**src/rtl/pipe_pkg.sv**
```systemverilog
// Shared types and constants for the pipeline hazard controller (forwarding enabled by PIPE_HAZARD_FWD_EN).
// Latency: none, types and constants only.
// Backpressure: none.
package pipe_pkg;

  // MDU sequencing states: normal flow, or EXE held by a multi-cycle op.
  typedef enum logic {
    RUN      = 1'b0,
    MDU_WAIT = 1'b1
  } mdu_state_t;

  // Operand source selects presented to the ID-stage operand muxes.
  localparam logic [1:0] FWD_RF    = 2'd0;
  localparam logic [1:0] FWD_EXE   = 2'd1;
  localparam logic [1:0] FWD_MEM   = 2'd2;
  localparam logic [1:0] FWD_MEMLD = 2'd3;

  // Enable/flush bundle for the pipeline registers.
  typedef struct packed {
    logic pc_en;
    logic if_id_en;
    logic id_exe_en;
    logic if_id_flush;
    logic id_exe_flush;
    logic exe_mem_flush;
  } pipe_ctrl_t;

  // Free-running pipeline: everything advances, nothing is squashed.
  localparam pipe_ctrl_t CTRL_RUN = '{
    pc_en:         1'b1,
    if_id_en:      1'b1,
    id_exe_en:     1'b1,
    if_id_flush:   1'b0,
    id_exe_flush:  1'b0,
    exe_mem_flush: 1'b0
  };

endpackage

```
**src/rtl/pipe_fwd_unit.sv**
```systemverilog
// Per-operand RAW compare against EXE/MEM producing a forward select and a stall request (PIPE_HAZARD_FWD_EN selects forwarding).
// Latency: purely combinational, valid in the same cycle as the ID operands.
// Backpressure: none; the stall request is consumed by the hazard controller.
module pipe_fwd_unit
  import pipe_pkg::*;
(
  input  logic [4:0] id_r,
  input  logic       id_use,
  input  logic       exe_wreg,
  input  logic       exe_m2reg,
  input  logic [4:0] exe_rn,
  input  logic       mem_wreg,
  input  logic       mem_m2reg,
  input  logic [4:0] mem_rn,
  output logic [1:0] fwd,
  output logic       stall
);

  logic exe_hit;
  logic mem_hit;

  // Register 0 is hard-wired, so a producer targeting it never creates a dependency.
  assign exe_hit = exe_wreg && (exe_rn != 5'd0) && (exe_rn == id_r);
  assign mem_hit = mem_wreg && (mem_rn != 5'd0) && (mem_rn == id_r);

`ifdef PIPE_HAZARD_FWD_EN
  // Youngest producer wins; a load still in EXE has no data yet and falls through to MEM.
  always_comb begin
    fwd = FWD_RF;
    if (exe_hit && !exe_m2reg) begin
      fwd = FWD_EXE;
    end else if (mem_hit) begin
      fwd = mem_m2reg ? FWD_MEMLD : FWD_MEM;
    end
  end

  // Only a load in EXE cannot be bypassed; it is forwarded from MEM one cycle later.
  assign stall = id_use && exe_hit && exe_m2reg;
`else
  logic unused_m2reg;

  // Without bypass paths, every pending producer must reach the register file first.
  assign fwd          = FWD_RF;
  assign stall        = id_use && (exe_hit || mem_hit);
  assign unused_m2reg = exe_m2reg ^ mem_m2reg;
`endif

endmodule

```
**src/rtl/pipe_hazard_ctrl.sv**
```systemverilog
// Hazard controller: pipeline enables/flushes, forward selects, MDU occupancy (forwarding enabled by PIPE_HAZARD_FWD_EN).
// Latency: controls combinational from inputs and registered MDU state; stall_cnt updates one edge later.
// Backpressure: stalls IF/ID for load-use/RAW, freezes IF..EXE for MDU_LAT-1 cycles, squashes on taken branch.
module pipe_hazard_ctrl
  import pipe_pkg::*;
#(
  parameter int MDU_LAT = 4,
  parameter int CNT_W   = 32
) (
  input  logic             clk,
  input  logic             clr,
  input  logic [4:0]       id_rs,
  input  logic [4:0]       id_rt,
  input  logic             id_use_rs,
  input  logic             id_use_rt,
  input  logic             exe_wreg,
  input  logic             exe_m2reg,
  input  logic [4:0]       exe_rn,
  input  logic             mem_wreg,
  input  logic             mem_m2reg,
  input  logic [4:0]       mem_rn,
  input  logic             exe_branch,
  input  logic             exe_mdu,
  output logic             pc_en,
  output logic             if_id_en,
  output logic             id_exe_en,
  output logic             if_id_flush,
  output logic             id_exe_flush,
  output logic             exe_mem_flush,
  output logic [1:0]       fwd_a,
  output logic [1:0]       fwd_b,
  output logic [CNT_W-1:0] stall_cnt
);

  // cnt holds the number of MDU_WAIT cycles still to run, including the current one.
  // The entry cycle is frozen combinationally, so MDU_WAIT covers the remaining MDU_LAT-2.
  localparam int             CW       = $clog2(MDU_LAT);
  localparam logic [CW-1:0]  CNT_LOAD = CW'(MDU_LAT - 2);
  localparam logic [CW-1:0]  CNT_LAST = CW'(1);
  localparam logic [CNT_W-1:0] CNT_ONE = CNT_W'(1);

  mdu_state_t    state;
  mdu_state_t    state_nxt;
  logic [CW-1:0] cnt;
  logic [CW-1:0] cnt_nxt;
  logic          rel_q;
  logic          rel_nxt;
  logic [1:0]    fwd_a_raw;
  logic [1:0]    fwd_b_raw;
  logic          stall_a;
  logic          stall_b;
  logic          raw_stall;
  logic          mdu_freeze;
  pipe_ctrl_t    ctrl;

  pipe_fwd_unit u_fwd_a (
    .id_r      (id_rs),
    .id_use    (id_use_rs),
    .exe_wreg  (exe_wreg),
    .exe_m2reg (exe_m2reg),
    .exe_rn    (exe_rn),
    .mem_wreg  (mem_wreg),
    .mem_m2reg (mem_m2reg),
    .mem_rn    (mem_rn),
    .fwd       (fwd_a_raw),
    .stall     (stall_a)
  );

  pipe_fwd_unit u_fwd_b (
    .id_r      (id_rt),
    .id_use    (id_use_rt),
    .exe_wreg  (exe_wreg),
    .exe_m2reg (exe_m2reg),
    .exe_rn    (exe_rn),
    .mem_wreg  (mem_wreg),
    .mem_m2reg (mem_m2reg),
    .mem_rn    (mem_rn),
    .fwd       (fwd_b_raw),
    .stall     (stall_b)
  );

  assign raw_stall = stall_a | stall_b;

  // MDU sequencing registers: state, wait countdown and the one-cycle release marker.
  always_ff @(posedge clk or posedge clr) begin
    if (clr) begin
      state <= RUN;
      cnt   <= '0;
      rel_q <= 1'b0;
    end else begin
      state <= state_nxt;
      cnt   <= cnt_nxt;
      rel_q <= rel_nxt;
    end
  end

  // Next MDU state and pipeline controls; priority is reset, MDU freeze, branch, RAW stall.
  always_comb begin
    state_nxt  = state;
    cnt_nxt    = cnt;
    rel_nxt    = 1'b0;
    mdu_freeze = 1'b0;
    ctrl       = CTRL_RUN;

    case (state)
      RUN: begin
        // rel_q marks the cycle the finished MDU op leaves EXE; its exe_mdu must not re-arm.
        if (exe_mdu && !rel_q) begin
          mdu_freeze = 1'b1;
          if (CNT_LOAD == '0) begin
            rel_nxt = 1'b1;
          end else begin
            state_nxt = MDU_WAIT;
            cnt_nxt   = CNT_LOAD;
          end
        end
      end
      MDU_WAIT: begin
        mdu_freeze = 1'b1;
        cnt_nxt    = cnt - CNT_LAST;
        if (cnt == CNT_LAST) begin
          state_nxt = RUN;
          rel_nxt   = 1'b1;
        end
      end
      default: begin
        state_nxt = RUN;
        cnt_nxt   = '0;
      end
    endcase

    if (clr) begin
      ctrl = CTRL_RUN;
    end else if (mdu_freeze) begin
      // Hold everything up to EXE and feed bubbles into MEM while the MDU works.
      ctrl.pc_en         = 1'b0;
      ctrl.if_id_en      = 1'b0;
      ctrl.id_exe_en     = 1'b0;
      ctrl.exe_mem_flush = 1'b1;
    end else if (exe_branch) begin
      // The ops in IF/ID and ID are on the wrong path; any stall they raise is moot.
      ctrl.if_id_flush  = 1'b1;
      ctrl.id_exe_flush = 1'b1;
    end else if (raw_stall) begin
      // Hold the dependent op in ID and send a bubble into EXE.
      ctrl.pc_en        = 1'b0;
      ctrl.if_id_en     = 1'b0;
      ctrl.id_exe_flush = 1'b1;
    end
  end

  assign pc_en         = ctrl.pc_en;
  assign if_id_en      = ctrl.if_id_en;
  assign id_exe_en     = ctrl.id_exe_en;
  assign if_id_flush   = ctrl.if_id_flush;
  assign id_exe_flush  = ctrl.id_exe_flush;
  assign exe_mem_flush = ctrl.exe_mem_flush;
  assign fwd_a         = clr ? FWD_RF : fwd_a_raw;
  assign fwd_b         = clr ? FWD_RF : fwd_b_raw;

  // Count cycles the PC is held, sticking at all-ones.
  always_ff @(posedge clk or posedge clr) begin
    if (clr) begin
      stall_cnt <= '0;
    end else if (!ctrl.pc_en && !(&stall_cnt)) begin
      stall_cnt <= stall_cnt + CNT_ONE;
    end
  end

endmodule

```
**config.mk**
```make
export PLATFORM = sky130hd
export DESIGN_NAME = pipe_hazard_ctrl
export DESIGN_NICKNAME = d
export VERILOG_FILES = /design/src/rtl/pipe_pkg.sv /design/src/rtl/pipe_fwd_unit.sv /design/src/rtl/pipe_hazard_ctrl.sv
export SDC_FILE = /design/constraint.sdc
export NUM_CORES = 1
export LEC_CHECK = 0
export CAP_MARGIN = 20
export CORE_MARGIN = 3
export CORE_UTILIZATION = 45
export CTS_CLUSTER_DIAMETER = 200
export CTS_CLUSTER_SIZE = 14
export DETAILED_ROUTE_END_ITERATION = 7
export PLACE_DENSITY = 0.79
export SETUP_SLACK_MARGIN = 0.5
export SYNTH_ARGS = -nofsm -noshare
export SYNTH_HDL_FRONTEND = slang
export SYNTH_SLANG_ARGS = --single-unit
```
**constraint.sdc**
```tcl
create_clock -name clk -period 3.35 [get_ports clk]
set_input_delay 0.5025 -clock clk [delete_from_list [all_inputs] [get_ports clk]]
set_output_delay 0.5025 -clock clk [all_outputs]
set_load 0.03 [all_outputs]
```
==> impl_metrics.ini, run 1 <==
; yosys + openroad results
[sta]
timing_hold_violations_final = 0
skew_ns = 0.00437
finalCritPeriodShare_pct = 82.9
min_period_ns = 2.78
whs_ns = 0.491
tns_ns = 0
rsz0062_at_grt = false
fmax_mhz = 360

[setup_path]
cp_max_fo = 3
slowest_stage = clkdlybuf4s50_1
slowest_delay_ns = 0.59
crit_path_start_kind = input port
path_cells = clkdlybuf4s50_1 -> xnor2_2 -> nand4_1 -> o22ai_2 -> a32o_1 -> o21a_1 -> clkdlybuf4s15_2
path_class = in2out
critPathArrivalTime_ns = 2.28
cp_top_family = buffers and inverters
r2r_slack_ns = 0.98
end_kind = output port
crit_required_ns = 2.85

[pwr]
p_per_area_nw_per_um2 = 502
fin_total_pwr_w = 0.00147

[final_layout]
lay_top_cells = 57 x clkdlybuf4s50_1, 36 x dfrtp_1, 29 x xor2_1, 20 x xnor2_1, 16 x nand2_1
final_cells = 338
lay_top_count = clkdlybuf4s50_1
drive_gt1_share_pct = 9.44
nets = 320

[hold_path]
worst_hold_path_type = reg2reg

[cts]
clockRootBuffer = clkbuf_8
cts_sinks = 36
clock_latency_ns = 0.28
hold_buffers = 0
cts_buffers = 5

[synth]
avgSynthCellArea_um2 = 9.92
synth_warnings = 0

[global_route]
grt_max_degree = 37
grt_overflow = 0
antenna_found_initial = 0
grt_pass1_vias = 1787
track_usage_pct = 18.8

[floorplan]
pin_count = 72
dieArea_um2 = 5620
die_h_um = 75.0
chipWidth_um = 75.0

[run]
drv_cap = 0
warnings = 28

[placement]
dpl.cell_count = 332
post-dp-hpwl_mm = 3.91

[outcome]
status = finished clean
==> run 1: cells in the mapped netlist, drive strengths merged <==
cell     n
and2     3
or3      2
ha       2
o21a     2
a221oi   1
nor4    11
nor3b    3
nand2   16
or4      4
a32o     1
xnor2   21
a22oi    1
inv      5
or2      1
nor2    11
conb     1
nand3   13
o31ai    1
dfrtp   36
buf     10
o21ai    2
and3     3
nor4b    3
and4     2
o21bai   1
nor3    14
o211ai   1
xor2    29
nand2b   1
nand4    9
mux2i    1
o22ai    2
mux2     2
nor2b    1
==> run 1: report_power, final <==
group	total (W)	internal [W]	switching, W
clock network	0.000270	0.000134	0.000136
registers	0.000616	0.000519	0.0000970
logic	0.000586	0.000266	0.000320
total	0.00147	0.000919	0.000553
==> run 1: sequential cells by signal, indices dropped and copies added (netlist names) <==
| signal | flops |
|---|---|
| stall_cnt | 32 |
| cnt | 2 |
| rel_q | 1 |
| state | 1 |
==> run 1: cell families (layout without fill, tap and decap cells) <==
family	after synthesis	after routing	synth area share [%]
flops	36	36	42.1
mux	3	3	1.52
xor+xnor	50	50	20.4
buf+inv	15	82	4.67
fa+ha+maj	2	2	1.17
compound gates	12	12	4.85
simple gates	97	97	25.1
other cells	1	4	0.175
==> run 1: what timing repair did <==
item                                    4_1_cts  5_1_grt
pin swaps                                     1        0
endpoints found under the setup margin        5        2
setup buffers                                 1        0
gates cloned                                  0        0
resized                                      10        4
==> run 1: worst register-to-register path: stages (launching register included) <==
cell and delay, ns:
dfrtp_1 0.44, ha_1 0.22, nand3_1 0.26, or4_4 0.65
nor2_2 0.09, buf_4 0.26, nor2_2 0.08, mux2_2 0.27
==> run 1: path summary, 6_finish.rpt <==
| path | start | end | cells after the start |
|---|---|---|---|
| worst max register to register | stall_cnt[0]$_DFFE_PP0P_ | stall_cnt[1]$_DFFE_PP0P_ | 7 |
| max in group asynchronous | clr | stall_cnt[17]$_DFFE_PP0P_ | 3 |
| worst max-delay path | exe_rn[0] | id_exe_flush | 7 |
| worst min register to register | stall_cnt[28]$_DFFE_PP0P_ | stall_cnt[28]$_DFFE_PP0P_ | 1 |
| worst min-delay path | stall_cnt[28]$_DFFE_PP0P_ | stall_cnt[28]$_DFFE_PP0P_ | 1 |
| min in group asynchronous | clr | rel_q$_DFF_PP0_ | 3 |
==> run 1: metal layers <==
layer / GRT usage [%] / wire length [µm] / up-vias
met4: 6.92 / 81 / 0
met5: 0 / 0 / -
met1: 24.0 / 2350 / 872
li1: - / - / 904
met2: 30.4 / 2370 / 85
met3: 5.61 / 454 / 13
==> run 1: per-stage QoR <==
step           util, %  area (µm²)
2_1_floorplan        -        2150
3_3_place_gp      63.2        2830
3_5_place_dp      63.2        2830
4_1_cts           65.0        2910
5_1_grt           65.5        2930
6_report          65.5        2930
==> run 1: layout make-up <==
type | count | area share [%]
Sequential cell | 36 | 30.8
Timing Repair Buffer | 72 | 23.9
Multi-Input combinational cell | 168 | 40.1
Tap cell | 52 | 2.22
Clock buffer | 5 | 2.35
Inverter | 5 | 0.641
**Run 1: M3 wires**

The bar under the picture is 20 µm long.
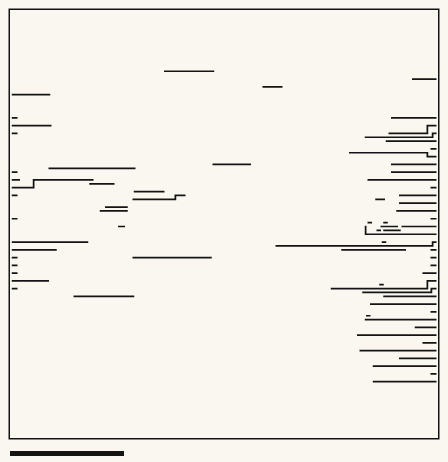
nets with wire on the layer = 66
main direction = horizontal
share of all routed wire = 8.6%
routed via count: 1,874
M3 GR Usage: 5.61%
WL final: 5.25 mm

**Run 1: cell classes on the final placement**

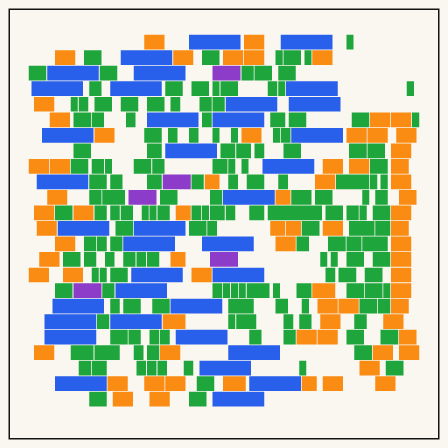
flip-flops -> blue  # cells 36, share of their area 31%
cells driving clock nets -> purple  # cells 5, share of their area 2.4%
other buffers and delay cells -> orange  # cells 72, share of their area 24%
all other logic -> green  # cells 173, share of their area 42%
design area: 2930 µm²
Final Util: 65.5%
Core Rows: 24
flop share of the area: 30.8%
core area: 4470 µm²

**Run 1: placement density heat map**

7 x 7 tiles, from white (low) to dark blue (high), 0 to 100% covered.
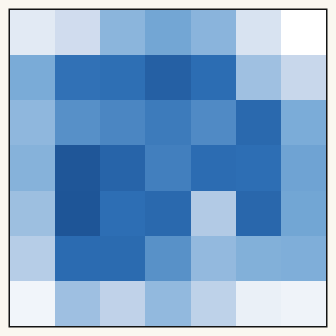
mean over tiles = 51%
densest ninth of the die = middle
nearly empty tiles = 2.0%
fullest tile = 85%
tiles over 75% full = 25%
Init Core Util: 47.9%

==> inputs of run 2 (changes only) <==
Settings changed: CORE_UTILIZATION 45 to 41, PLACE_DENSITY 0.79 to 0.76.
Clock period 3.35 ns to 2.22 ns, I/O delays scaled along.
==> run 2 against run 1 <==
Net effect:
- the flow now finishes with violations (negative setup slack)
- sequential share of layout area decreased by 8.1 points
- cell count increased by 23%
- global-route usage increased by 5.2 points
- non-clock buffer count increased by 59
- synthesized area unchanged
- design area increased by 39%
- register-to-register slack got worse by 0.84 ns
- die size increased by 9.0%
- critical endpoint is now if_id_en
- core utilization increased by 18 points
- first-iteration DRC count increased by 70%
==> impl_metrics.ini, run 2 <==
; yosys + openroad results
[sta]
timing_hold_violations_final = 0
skew_ns = 0.00545
finalWorstSetupSlack_ns = -0.00967
setup_viol = 2
finalCritPeriodShare_pct = 100
fmax_mhz = 448
rsz0062_at_grt = true
min_period_ns = 2.23

[setup_path]
timing.rr.start = stall_cnt[9]$_DFFE_PP0P_
path_cells = buf_6 -> or4_4 -> o21a_1 -> and2_4 -> a221oi_4 -> buf_12 -> buf_8
path_class = in2out
end_kind = output port
slowest_delay_ns = 0.52
crit_path_start_kind = input port
slowest_stage = or4_4
r2r_cells = 8
crit_required_ns = 1.89
cp_top_family = simple AND/OR/NAND/NOR gates
critPathArrivalTime_ns = 1.90
rr_endpoint = stall_cnt[31]$_DFFE_PP0P_
cp_max_fo = 5
r2r_slack_ns = 0.14

[hold_path]
min_path_cells = 1
worst_hold_path_type = reg2reg
min-delay-start = stall_cnt[28]$_DFFE_PP0P_
min_to = stall_cnt[28]$_DFFE_PP0P_

[synth]
largest_area_cell = dfrtp_1
synthTopCellsByCount = 36 x dfrtp_1, 29 x xor2_1, 21 x xnor2_1, 16 x nand2_1, 14 x nor3_1
synth-main-ff-cell = dfrtp_1
edf_count = 0
async_reset_ff_share_pct = 100
synth_warnings = 0
synth_top_cell_by_count = dfrtp_1
avgSynthCellArea_um2 = 9.92

[final_layout]
stdcell_area_um2 = 4060
lay_top_count = buf_4
top_register = stall_cnt
nets = 379
lay_top_cells = 42 x buf_4, 38 x dlygate4sd2_1, 29 x xor2_1, 22 x buf_6, 21 x dfrtp_1
final_cells = 415
drive_gt1_share_pct = 46.6
largest_reg_flops = 32
reg.largest.list = stall_cnt x32, cnt x2

[cts]
hold_buffers = 0
cts_sinks = 36
clock_latency_ns = 0.29
cts_buffers = 5
cts_tree = built
clkTransAtPathRegs_ns = 0.07
clockRootBuffer = clkbuf_8

[pwr]
p_per_area_nw_per_um2 = 692

[floorplan]
die_h_um = 78.3
initCoreUtil_pct = 43.9
dieArea_um2 = 6130
core_um2 = 4880
chipWidth_um = 78.3
rows = 25
pin_count = 72

[route]
wl_mm = 7.62
vias = 2242

[global_route]
antenna_found_initial = 0
track_usage_pct = 24.1
grt-busiest-layer = met2
grt_overflow = 0
grt_pass1_vias = 2371
use_met1_pct = 29.4
met2_usage_pct = 44.7
grt_pass1_wl_mm = 11.8
grt_max_degree = 37
gr-usage-met3_pct = 3.90

[placement]
post-dp-hpwl_mm = 4.31
placed_area_um2 = 3320
dpl.cell_count = 372

[run]
warnings = 31
drv_cap = 0

[outcome]
status = complete, but fails checks
violations = negative setup slack
run 2: cell counts after synthesis:
Identical to the previous run, type by type.
run 2: layer usage:
layer	vias to the layer above	wire, µm
li1	1019	-
met5	-	0
met2	82	4070
met3	17	386
met1	1124	2970
met4	0	186
run 2: worst max-delay path by stage:
stage | cells past startpoint | start | endpoint | slack, ns
after detailed placement | 6 | mem_rn[3] | id_exe_flush | -0.69
after floorplan | 6 | mem_rn[0] | pc_en | -0.03
after global routing | 7 | mem_rn[0] | if_id_en | -0.06
after global placement | 6 | mem_rn[3] | id_exe_flush | -0.66
after CTS | 7 | mem_rn[4] | if_id_en | -0.03
final | 7 | mem_rn[0] | if_id_en | -0.01
run 2: where the power goes:
part / switching (W) / total (W) / internal, W
sequential: 0.000139 / 0.000935 / 0.000796
combinational: 0.000716 / 0.00139 / 0.000670
clock: 0.000239 / 0.000493 / 0.000253
total: 0.00109 / 0.00281 / 0.00172
run 2: final cells by class:
class,count,area (µm²),area share [%]
Multi-Input combinational cell,168,1640,40.5
Timing Repair Buffer,131,1310,32.2
Sequential cell,36,920,22.6
Clock buffer,8,90.1,2.22
Tap cell,67,83.8,2.06
Inverter,5,18.8,0.462
run 2: kinds of logic after synthesis:
group / after synthesis / synth area share (%)
xor gates and xnor gates: 50 / 20.4
AOI/OAI and AO/OA: 12 / 4.85
DFF: 36 / 42.1
and+or+nand+nor: 97 / 25.1
adders and majority gates: 2 / 1.17
muxes: 3 / 1.52
buffers and inverters: 15 / 4.67
other: 1 / 0.175
run 2: what timing repair did:
action                                  CTS  global route
endpoints found under the setup margin   61            42
gates cloned                              1             1
buffers inserted                         20            13
gates resized                           117            48
pin swaps                                 9            21
run 2: metrics by stage:
stage	hold slack [ns]	setup TNS, ns	power (W)	util, %
3_3_place_gp	0.468	-14.63	0.00199	67.9
6_report	0.485	-0.0173	0.00281	83.3
5_1_grt	0.497	-0.226	0.00296	83.3
2_1_floorplan	0.499	-0.0319	0.00155	-
3_5_place_dp	0.470	-15.43	0.00201	67.9
4_1_cts	0.479	-0.0536	0.00261	76.8
run 2: worst register-to-register path: cells and delay by family (launching register included):
kind	cells	cell delay (ns)
AND-OR/OR-AND	1	0.16
AND/OR/NAND/NOR	4	0.98
buffers and inverters	2	0.33
flip-flops	1	0.36
XOR/XNOR	1	0.14
**Run 2: M3 wires**

The bar under the picture is 20 µm long.
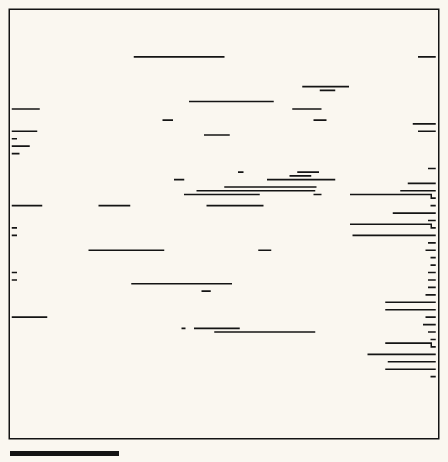
wire length on this layer = 386 µm
nets with wire on the layer = 59
share of all routed wire = 5.1%
main direction = horizontal
longest straight run = 21.4 µm

**Run 2: sequential cells colored by netlist name**

The bar under the picture is 20 µm long. Other sequential cells in the stronger gray, the rest of the logic in the fainter gray.
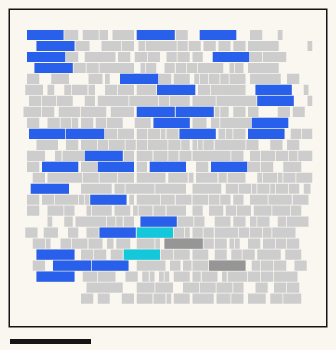
`cnt` -> cyan  # flops 2
`stall_cnt` -> blue  # flops 32, where widely spread
Flop area: 920 µm²
Final Util: 83.3%
Seq power: 0.000935 W
flop share of the area: 22.6%

==> inputs of run 3 (changes only) <==
Settings changed: REMOVE_ABC_BUFFERS set to 1.
==> run 3 against run 2 <==
Net effect:
- largest power group unchanged
- die size unchanged
- sequential power decreased by 4.9%
- routed wire length about the same
- largest cell class unchanged
- total power increased by 1.6%
- highest routed layer unchanged
- the run still ends with negative setup slack left
==> impl_metrics.ini, run 3 <==
; yosys + openroad results
[synth]
synth-main-ff-cell = dfrtp_1
synthTopCellsByCount = 36 x dfrtp_1, 29 x xor2_1, 21 x xnor2_1, 16 x nand2_1, 14 x nor3_1
async_reset_ff_share_pct = 100
avgSynthCellArea_um2 = 9.92
synth_top_cell_by_count = dfrtp_1
edf_count = 0
largest_area_cell = dfrtp_1
synth_warnings = 0

[route]
vias = 2251
wl_met3_um = 487
met2_length_mm = 3.91
wl_mm = 7.62

[final_layout]
drive_gt1_share_pct = 38.3
lay_top_count = dlygate4sd2_1
top_register = stall_cnt
reg.largest.list = stall_cnt x32, cnt x2
nets = 373
lay_top_cells = 44 x dlygate4sd2_1, 41 x buf_4, 35 x dfrtp_1, 29 x xor2_1, 20 x xnor2_1

[floorplan]
pin_count = 72
die_h_um = 78.3
dieArea_um2 = 6130
core_um2 = 4880
initCoreUtil_pct = 43.9

[global_route]
grt_max_degree = 37
antenna_found_initial = 0
grt_pass1_wl_mm = 10.8
track_usage_pct = 22.4
grt_overflow = 0

[cts]
hold_buffers = 0
cts_tree = built
clkTransAtPathRegs_ns = 0.08
clockRootBuffer = clkbuf_8
cts_buffers = 5
clock_latency_ns = 0.30

[outcome]
violations = negative setup slack
status = complete, but fails checks

[setup_path]
r2r_slack_ns = -0.04
timing.rr.start = stall_cnt[7]$_DFFE_PP0P_
rr_endpoint = stall_cnt[22]$_DFFE_PP0P_
r2r_cells = 5
path_class = reg2reg
cp_max_fo = 5
end_kind = register
crit_required_ns = 2.43

[sta]
finalWorstSetupSlack_ns = -0.0445
setup_viol = 3
rsz0062_at_grt = true
timing_hold_violations_final = 0
skew_ns = 0.00889
fmax_mhz = 442
min_period_ns = 2.26
finalCritPeriodShare_pct = 102

[placement]
post-dp-hpwl_mm = 4.34

[hold_path]
worst_hold_path_type = in2async

[pwr]
fin_total_pwr_w = 0.00286
p_per_area_nw_per_um2 = 728

[run]
warnings = 29
drv_cap = 0
run 3: how the worst max path moves through the flow:
stage                                         from                         to  cells past startpoint
after floorplan                          mem_rn[0]   stall_cnt[1]$_DFFE_PP0P_                      6
after global placement                   mem_rn[0]               id_exe_flush                      6
after detailed placement                 mem_rn[0]               id_exe_flush                      6
after CTS                                mem_rn[3]                      pc_en                      7
after global routing      stall_cnt[7]$_DFFE_PP0P_  stall_cnt[22]$_DFFE_PP0P_                      5
final                     stall_cnt[7]$_DFFE_PP0P_  stall_cnt[22]$_DFFE_PP0P_                      5
run 3: worst max-delay path, cell delays in order (launching register included):
cell and delay, ns:
dfrtp_1 0.37, and4_4 0.28, nand4_1 0.31, or4_4 0.67, nor4b_2 0.29, xor2_1 0.24
run 3: repair_timing:
item                       in CTS  in global routing
pin swaps                      15                 19
setup buffers                   5                 15
hold endpoints to repair        0                  0
gates resized                 140                 50
setup endpoints to repair      63                 43
cloned                          1                  2
run 3: cells by family (layout without fill, tap and decap cells):
group | count (synthesis) | count (layout) | share of synthesized area [%]
buffers and inverters | 15 | 138 | 4.67
AND/OR/NAND/NOR | 97 | 97 | 25.1
XOR/XNOR | 50 | 50 | 20.4
AND-OR/OR-AND | 12 | 12 | 4.85
other | 1 | 4 | 0.175
multiplexers | 3 | 3 | 1.52
flip-flops | 36 | 36 | 42.1
adder cells (fa/ha/maj) | 2 | 2 | 1.17
run 3: cell type report:
type	count	area, µm²
Multi-Input combinational cell	168	1580
Tap cell	67	83.8
Clock inverter	2	35.0
Timing Repair Buffer	125	1230
Clock buffer	6	72.6
Sequential cell	36	902
Fill cell	290	952
Inverter	5	21.3
run 3: per-stage QoR:
| step | hold slack (ns) | area [µm²] | cells | TNS [ns] |
|---|---|---|---|---|
| finish | 0.346 | 3930 | 409 | -0.0957 |
| global route | 0.414 | 3930 | 409 | -0.574 |
| CTS | 0.351 | 3510 | 392 | -0.00103 |
| detailed placement | 0.490 | 3100 | 378 | -13.07 |
| global placement | 0.481 | 3100 | 378 | -13.04 |
| floorplan | 0.500 | 2070 | 209 | -20.56 |
run 3: per-layer routing:
layer	vias to the layer above	global-route usage [%]
li1	1004	-
met1	1110	26.9
met2	111	39.9
met3	26	5.39
met4	0	5.94
met5	-	0
run 3: where the power goes:
group / internal, W / leakage [nW] / switching [W]
Clock: 0.000334 / 0.0552 / 0.000253
Combinational: 0.000659 / 1.31 / 0.000725
Sequential: 0.000784 / 0.457 / 0.000106
**Run 3: sequential cells colored by netlist name**

The bar under the picture is 20 µm long. Other sequential cells in the stronger gray, the rest of the logic in the fainter gray.
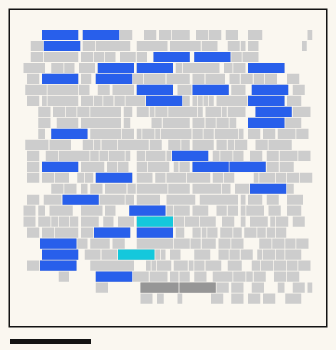
`stall_cnt` -> blue  # flops 32
`cnt` -> cyan  # flops 2
not colored = 2

**Run 3: placed standard cells**

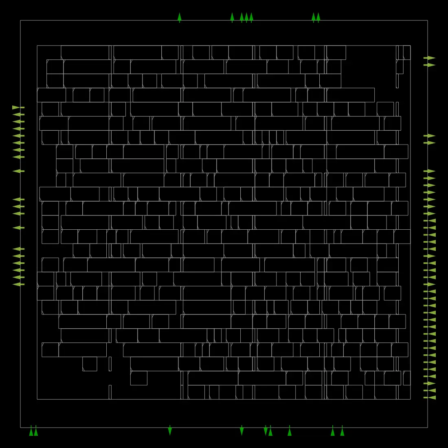
flop count: 36
Core Rows: 25
Final Util: 80.5%
Final Non-Filler Cells: 409
filler cell count: 290

Power is estimated from default activity; no workload was simulated.
